==> config.mk <==
export PLATFORM = sky130hd
export DESIGN_NAME = crc8_frame_sequencer_flat
export DESIGN_NICKNAME = d
export VERILOG_FILES = /design/src/rtl/crc8_pkg.sv /design/src/rtl/crc8_frame_sequencer_if.sv /design/src/rtl/crc8_byte_serializer.sv /design/src/rtl/crc8_frame_sequencer.sv /design/src/flat_wrapper.sv
export SDC_FILE = /design/constraint.sdc
export NUM_CORES = 1
export LEC_CHECK = 0
export CELL_PAD_IN_SITES_DETAIL_PLACEMENT = 1
export CELL_PAD_IN_SITES_GLOBAL_PLACEMENT = 1
export CORE_ASPECT_RATIO = 0.8
export CORE_MARGIN = 2
export CORE_UTILIZATION = 33
export DETAILED_ROUTE_END_ITERATION = 10
export GPL_TIMING_DRIVEN = 1
export PLACE_DENSITY = 0.82
export SYNTH_ARGS = -nofsm -noshare
export SYNTH_HDL_FRONTEND = slang
export SYNTH_SLANG_ARGS = --single-unit
==> constraint.sdc <==
create_clock -name clk -period 1.4 [get_ports clk]
set_input_delay 0.14 -clock clk [delete_from_list [all_inputs] [get_ports clk]]
set_output_delay 0.14 -clock clk [all_outputs]
set_load 0.01 [all_outputs]
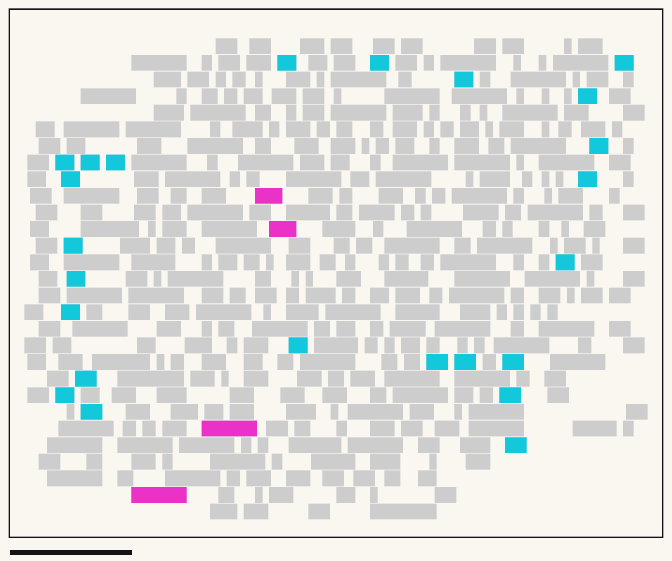
(gate families picked out)
Scale bar: 20 µm.
- non-inverting ao/oa cells: cyan (cells 24; where widely spread)
- fa/ha/maj cells: magenta (cells 4)
Comb/total area: 32.1%
most instantiated logic cell after routing: dfrtp_1
Finished Layout Cells: 512

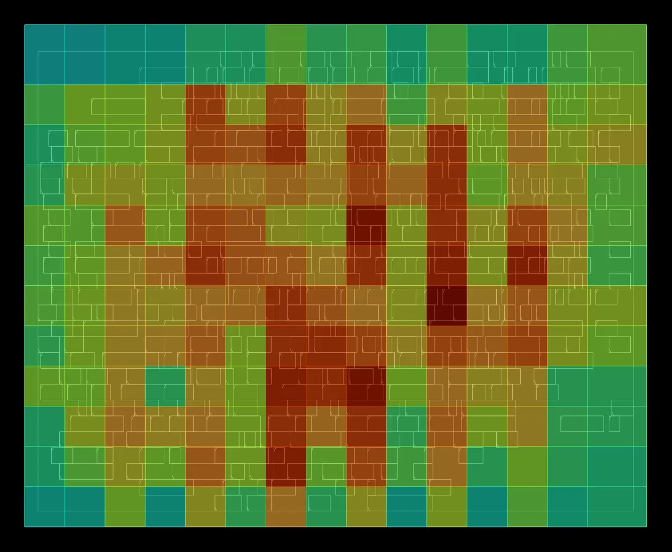
(track usage over the die)
final core utilization: 58.8%
M3 GR Usage: 5.79%
global routing usage on met1: 25.5%
GRT busiest layer: met2

==> Slide: Implementation Results <==
Key Metrics from the Run

Logic synthesis
  • Syn avg cell area: 10.1 µm²
  • EDFF count, synth: 0
  • Asr flop ratio synth: 100%
  • Cell Type Count: 35

Detailed routing
  • Vias post-DR: 2750
  • DR vias/cell: 5.37
  • WL per Instance: 21.5 µm
  • Final wirelength: between 10000 and 15000 µm
  • First-pass DRT Iterations: 4
  • DRT iter0 DRCs: approximately 89

Clock network
  • Clk latency late pin: 0.35 ns
  • Clk sinks: ~59
  • Num CTS Buffers: 9
  • Htree depth: 3

Run status
  • Outcome: complete, but fails checks
  • Failing checks: negative setup slack

Power
  • Leak: 2.13 nW
  • Int Power: between 6 and 7 mW

Worst setup path
  • CP arrival: 1.79 ns
  • Worst path top cell family by delay: simple AND/OR/NAND/NOR gates
  • Req. time, crit path: 1.26 ns
  • Worst Setup End Kind: output pin

Final layout
  • Fillers: 846
  • Post-route cell area: 4730 µm²

Place
  • # port buffers: roughly 77

Timing
  • Setup Viol. Count Final: about 70
  • Measured slew at the worst slew-check pin: 0.419 ns
  • Final worst setup slack: -0.530 ns

Floorplanning
  • DIE HEIGHT: 86.2 µm
  • Die ar.: 9200 µm²
  • Die Width: 107 µm

Hold path
  • Min-Delay Path Depth: 3

Job
  • # Max-Cap Violations: 0

Global route
  • Largest net degree at the start of global routing: ~60
-- per-layer routing --
layer	track usage, %	part of all wire [%]	vias up	wire, µm
met4	7.32	2.8	0	310
met3	5.79	6.2	24	684
met5	0	0	-	0
met2	35.4	51	105	5650
li1	-	-	1239	-
met1	25.5	40	1382	4390
-- logic make-up (layout without fill, tap and decap cells) --
family          Yosys count  count (layout)  share of synthesized area (%)
compound gates           95              96                           22.7
simple gates             89              90                           15.3
flops                    59              59                           53.0
buf+inv                  29             154                           6.83
fa+ha+maj                 4               4                           1.80
mux                       1               1                          0.359
-- per-stage QoR --
stage                     util (%)  hold slack [ns]  total power [mW]  setup slack [ns]
after floorplan                  -           -0.156              5.49            -0.182
after global placement        47.5            0.172              7.00            -0.554
after detailed placement      47.5            0.170              7.24            -0.600
after CTS                     51.7            0.307              9.18            -0.495
after global routing          58.8            0.334              11.3            -0.573
final                         58.8            0.319              10.8            -0.530
-- power by group through the flow --
stage / sequential, mW / clock [mW] / combinational (mW)
after floorplan: 2.81 / 0 / 2.68
after CTS: 2.87 / 1.76 / 4.56
after global routing: 3.06 / 1.85 / 6.43
final: 3.00 / 1.74 / 6.03
after detailed placement: 2.88 / 0 / 4.37
after global placement: 2.84 / 0 / 4.16
-- cell usage after synthesis, types with 4 or more instances --
cell type  instances  area (µm²)
ha_1               4        50.1
nand3_1            4        20.0
o21ai_0           27         135
a22o_1            16         140
clkbuf_1           8        30.0
and3_1             5        31.3
a21oi_1           22         110
buf_6              8        90.1
a221o_1            5        50.1
dfrtp_1           59        1480
buf_2              4        20.0
inv_1              7        26.3
nor2_1            23        86.3
a31oi_1           17         106
nand2_1           44         165
-- worst register-to-register path: cells and delay by family (launching register included) --
kind	cells	cell delay, ns
buf+inv	4	0.50
simple gates	1	0.47
compound gates	2	0.42
flops	1	0.40
-- timing repair --
action	4_1_cts	5_1_grt
gates cloned	2	5
gates resized	84	115
endpoints found under the hold margin	59	0
pin swaps	15	35
buffers inserted	9	10
hold buffers	1	0
setup endpoints to repair	79	69
-- cell type report --
| class | count | area share, % |
|---|---|---|
| inverter | 8 | 0.951 |
| clock buffer | 10 | 2.91 |
| sequential | 59 | 31.2 |
| multi-input combinational | 191 | 32.1 |
| tap | 108 | 2.85 |
| timing repair buffer | 131 | 28.4 |
| clock inverter | 5 | 1.64 |
Power and IR drop assume default switching activity.
